===== src/rtl/seq_mul16.sv =====
// seq_mul16: sequential 16x16 shift-and-add multiplier over a 32-bit ripple-carry adder
module adder32 (
  input  logic [31:0] a,
  input  logic [31:0] b,
  input  logic        c_in,
  output logic [31:0] sum,
  output logic        c_out
);
  logic [32:0] c;
  assign c[0] = c_in;
  genvar i;
  generate
    for (i = 0; i < 32; i++) begin : g_fa
      assign sum[i]   = a[i] ^ b[i] ^ c[i];
      assign c[i + 1] = (a[i] & b[i]) | (c[i] & (a[i] ^ b[i]));
    end
  endgenerate
  assign c_out = c[32];
endmodule

module seq_mul16 #(
  parameter int WIDTH = 16
) (
  input  logic                 clk,
  input  logic                 rst,
  input  logic                 start,
  input  logic [WIDTH-1:0]     a,
  input  logic [WIDTH-1:0]     b,
  output logic                 busy,
  output logic                 done,
  output logic [2*WIDTH-1:0]   product
);
  typedef enum logic [1:0] {IDLE, RUN, DONE} state_t;
  state_t state, state_nx;
  logic [2*WIDTH-1:0] mcand, acc, sum;
  logic [WIDTH-1:0]   mplier;
  logic [4:0]         cnt;
  logic               load, last, c_out_unused;
  adder32 u_add (
    .a(acc),
    .b(mplier[0] ? mcand : '0),
    .c_in(1'b0),
    .sum(sum),
    .c_out(c_out_unused)
  );
  assign load = start && state != RUN;
  assign last = state == RUN && cnt == 5'd15;
  always_comb begin
    state_nx = load ? RUN : state == RUN ? (last ? DONE : RUN) : IDLE;
  end
  always_ff @(posedge clk or posedge rst) begin
    if (rst) begin
      state   <= IDLE;
      mcand   <= '0;
      mplier  <= '0;
      acc     <= '0;
      cnt     <= '0;
      product <= '0;
    end else begin
      state <= state_nx;
      if (load) begin
        mcand  <= {{WIDTH{1'b0}}, a};
        mplier <= b;
        acc    <= '0;
        cnt    <= '0;
      end else if (state == RUN) begin
        acc    <= sum;
        mcand  <= mcand << 1;
        mplier <= mplier >> 1;
        cnt    <= cnt + 5'd1;
        if (last) product <= sum;
      end
    end
  end
  assign busy = state == RUN;
  assign done = state == DONE;
endmodule

===== config.mk =====
export PLATFORM = sky130hd
export DESIGN_NAME = seq_mul16
export DESIGN_NICKNAME = d
export VERILOG_FILES = /design/src/rtl/seq_mul16.sv
export SDC_FILE = /design/constraint.sdc
export NUM_CORES = 1
export LEC_CHECK = 0
export ABC_AREA = 1
export CAP_MARGIN = 0
export CORE_UTILIZATION = 35
export CTS_BUF_LIST = sky130_fd_sc_hd__clkbuf_2 sky130_fd_sc_hd__clkbuf_4 sky130_fd_sc_hd__clkbuf_8
export CTS_CLUSTER_SIZE = 12
export DETAILED_ROUTE_END_ITERATION = 10
export GPL_TIMING_DRIVEN = 0
export SYNTH_ARGS = -nofsm -noshare
export SYNTH_HDL_FRONTEND = slang
export SYNTH_HIERARCHICAL = 1
export SYNTH_SLANG_ARGS = --single-unit

===== constraint.sdc =====
create_clock -name clk -period 36.7 [get_ports clk]
set_input_delay 3.67 -clock clk [delete_from_list [all_inputs] [get_ports clk]]
set_output_delay 3.67 -clock clk [all_outputs]
set_load 0.005 [all_outputs]

Run 1, wiring heat map:
Scale: 3 px per um. The die is cut into 26 by 26 equal tiles; dark purple is low, yellow is high, scaled to the fullest tile. Values are wire area over tile area, all layers added.
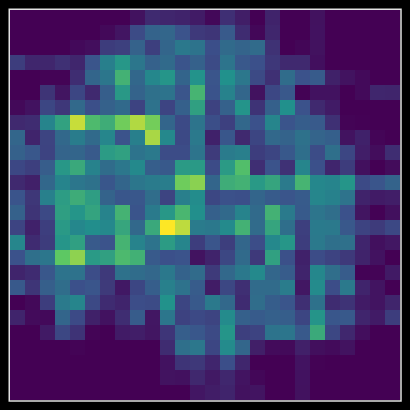
- mean over tiles: 0.12
- nearly empty tiles: 22%
- fullest tile: 0.52
- tiles over half the peak: 9.6%

Run 1, placement view:
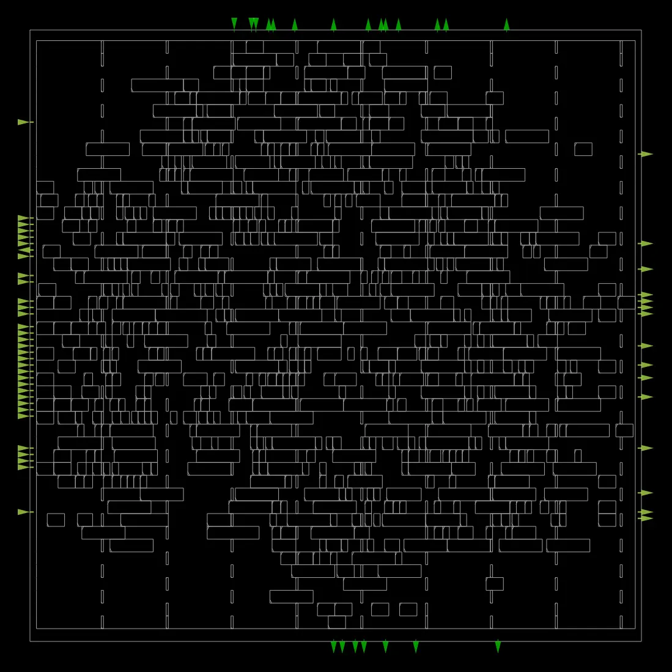
flip-flops: 119
flop share of the area: 41.3%

Run 1, sizing map:
Scale: 2 px per um.
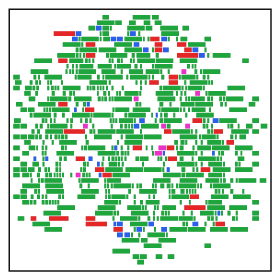
- blue: _2 cells (cells 36; share 5.0%)
- green: _0 and _1 cells (cells 634; share 89%)
- magenta: _3 and _4 cells (cells 9; share 1.3%)
- red: _6 and larger (cells 35; share 4.9%)

-- run 1: per-layer routing --
metal	share of wire, %	up-vias	global-route usage (%)
li1	-	2072	-
met1	46	2054	22.1
met2	46	107	25.7
met3	5.6	19	3.85
met4	1.8	0	7.32
met5	0	-	0
-- run 1: sequential cells by signal (all words and copies together), names as in the netlist --
name / cells
state: 2
mplier: 16
mcand: 32
product: 32
acc: 32
cnt: 5
-- run 1: power groups by stage --
stage	Combinational, mW	Sequential (mW)	Clock, mW
floorplan	0.141	0.222	0
global placement	0.213	0.226	0
detailed placement	0.223	0.228	0
CTS	0.223	0.227	0.146
global route	0.252	0.234	0.152
finish	0.220	0.226	0.143
==> results_dict.tcl, run 1 <==
# collected from the flow reports
set metrics [dict create \
    lay_top_cells "nand2_1, dfrtp_1, inv_1" \
    internal-power_mw 0.375 \
    yosysWarnings 6 \
    bufAreaShareNonClock_pct 12.5 \
    post-cts-setup-buffers 0 \
    min_period_ns 13.81 \
    hold_end "mplier[15]" \
    power_leakage_nw 3.63 \
    max_cap_violations 0 \
    setup_viol 0 \
    worstPathRequired_ns 37.06 \
    post-place-ws_ns 22.98 \
    warning_count 27 \
    status "completed" \
    final-comb-area_mm2 0.00220 \
    worstSetupStartpoint "mplier[0]" \
    tritoncts "built" \
    cts.sinks 119 \
    numCtsBuffers 17 \
    fin_crit_sh_pct 37.6 \
    r2r_slack_ns 22.89 \
    detail-route-antenna-nets 0 \
    fp_util_pct 36.0 \
    cp-end-kind "flip-flop" \
    max_freq_mhz 72.4 \
    vias 4252 \
    rr_worst_depth 41 \
    final_util_pct 45.2 \
    clockRootBuffer "clkbuf_8" \
    antenna_cells 0 \
    crit_end "acc[31]" \
    seqPwrFrac_pct 38.4 \
    hp-start "mplier[15]" \
    postSynthAreaPerCell_um2 9.37 \
    n_fill_cell 1567 \
    synth_nets 682 \
]
Run 1, supply network:
Scale: 4 px per um. Pins as bars on the die edge.
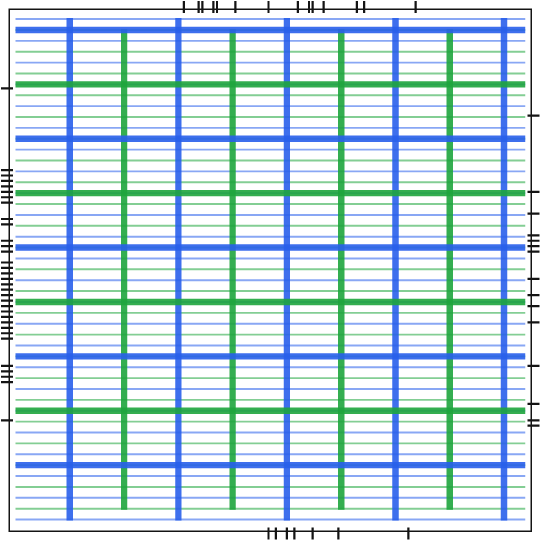

==> run 2, diff against run 1 <==
==> constraint.sdc (replaced) <==
create_clock -name clk -period 11.95 [get_ports clk]
set_input_delay 1.195 -clock clk [delete_from_list [all_inputs] [get_ports clk]]
set_output_delay 1.195 -clock clk [all_outputs]
set_load 0.005 [all_outputs]
Run 2, supply network:
Scale: 4 px per um. Pins as bars on the die edge.
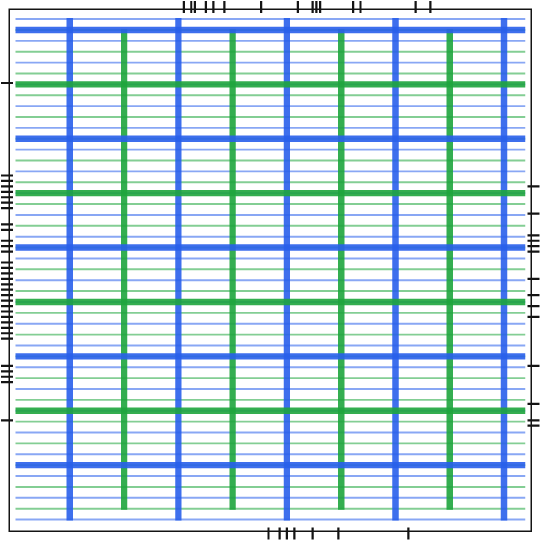
- green: VDD
- blue: VSS
- met1 rails: 47
- signal pins: 69

==> run 2 against run 1 <==
- critical path type unchanged
- setup slack got worse by 23 ns
- highest routed layer unchanged
- hold slack improved by 0.0024 ns
- critical endpoint unchanged
- fmax rose by 14%
- the flow now finishes with violations (setup timing)
==> results_dict.tcl, run 2 <==
# collected from the flow reports
set metrics [dict create \
    status "complete, but fails checks" \
    violations "setup timing" \
    drive_above_1_share_pct 16.5 \
    maxPowerGroup "sequential cells" \
    clockRootBuffer "clkbuf_8" \
    lay_top_cells "nand2_1, dfrtp_1, inv_1" \
    critPathLaunchType "flip-flop" \
    p_comb_mw 0.683 \
    power_leakage_nw 3.54 \
    antenna_cells 0 \
    crit_type "flip-flop to flip-flop" \
    m1WireLength_mm 5.96 \
    setup_viol 2 \
    min_period_ns 12.13 \
    max_freq_mhz 82.4 \
    r2r_slack_ns -0.18 \
    wl_met3_um 485 \
    cp-end-kind "flip-flop" \
    vias 4218 \
    dp_hpwl_mm 9.14 \
    crit_end "acc[31]" \
    rr_worst_depth 40 \
    met2_usage_pct 26.2 \
    final_util_pct 45.2 \
    max_cap_violations 0 \
    warning_count 29 \
    synth_nets 682 \
    fp_util_pct 36.0 \
    top_layer "met4" \
    fin_ws_ns -0.179 \
    seq-power_mw 0.699 \
    n_fill_cell 1537 \
    grt.met3_usage_pct 3.81 \
    detail-route-antenna-nets 0 \
    yosysWarnings 6 \
    tritoncts "built" \
    internal-power_mw 1.09 \
    grt_pass1_vias 4397 \
    wl_met2_mm 5.92 \
    postSynthAreaPerCell_um2 9.37 \
    post-place-ws_ns -0.612 \
    cpPeakStageDelay_ns 0.43 \
    reg_top3 "acc x32, mcand x32, product x32" \
    grt_usage_pct 16.6 \
    seqPwrFrac_pct 39.9 \
    hp-start "product[0]" \
    clk-power_mw 0.368 \
    grt-busiest-layer "met2" \
    met1_usage_pct 22.1 \
    hold_end "product[0]" \
    worstPathArrival_ns 12.49 \
    cts.sinks 119 \
    worstSetupStartpoint "mplier[0]" \
    numCtsBuffers 17 \
    worstPathRequired_ns 12.31 \
]
Run 2, a small window of the routed layout:
Region (40, 66) to (90, 116) um. Cells in gray, sequential cells in the stronger gray; small squares are vias.
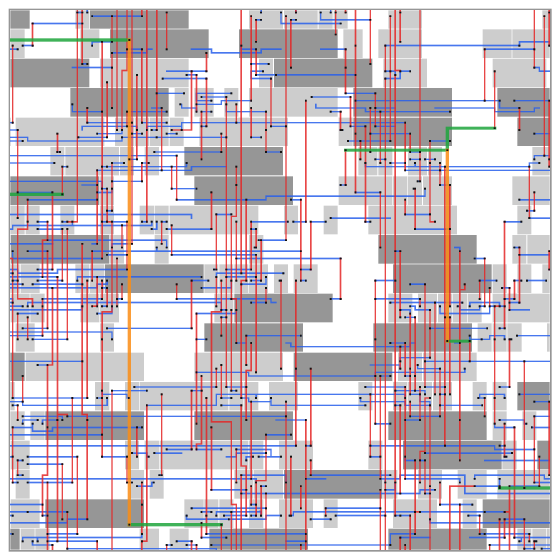
- blue: metal 1
- green: metal 3
- red: metal 2
- orange: metal 4
- most frequent: nand2_1 (42), dfrtp_1 (29), inv_1 (28)
- sequential cells in the window: 29
- cells with their middle in the window: 164
- netlist names of flops here include: `mcand` (13), `acc` (10), `product` (6)

-- run 2: cell count changes in the layout (fill, tap and decap cells not counted), moves of 3 or more --
cell,delta
bufinv_16,-3
clkinv_2,+3
fa_1,-30
fa_2,+30
inv_1,-5
inv_2,+5
-- run 2: area by class of cell --
cell class	instances	area, um^2	area share (%)
Sequential cell	119	2980	41.3
Multi-Input combinational cell	363	2280	31.6
Timing Repair Buffer	70	716	9.92
Inverter	99	377	5.22
Clock buffer	23	304	4.22
Tap cell	216	270	3.75
Buffer	31	190	2.64
Clock inverter	9	97.6	1.35
-- run 2: repair_timing --
| action | in CTS | in global routing |
|---|---|---|
| buffers inserted | 1 | 0 |
| setup endpoints to repair | 4 | 4 |
| pin swaps | 2 | 3 |
| hold buffers | 0 | 0 |
| gates resized | 12 | 1 |
No activity file was given, so power comes from the tool's default toggle rates.
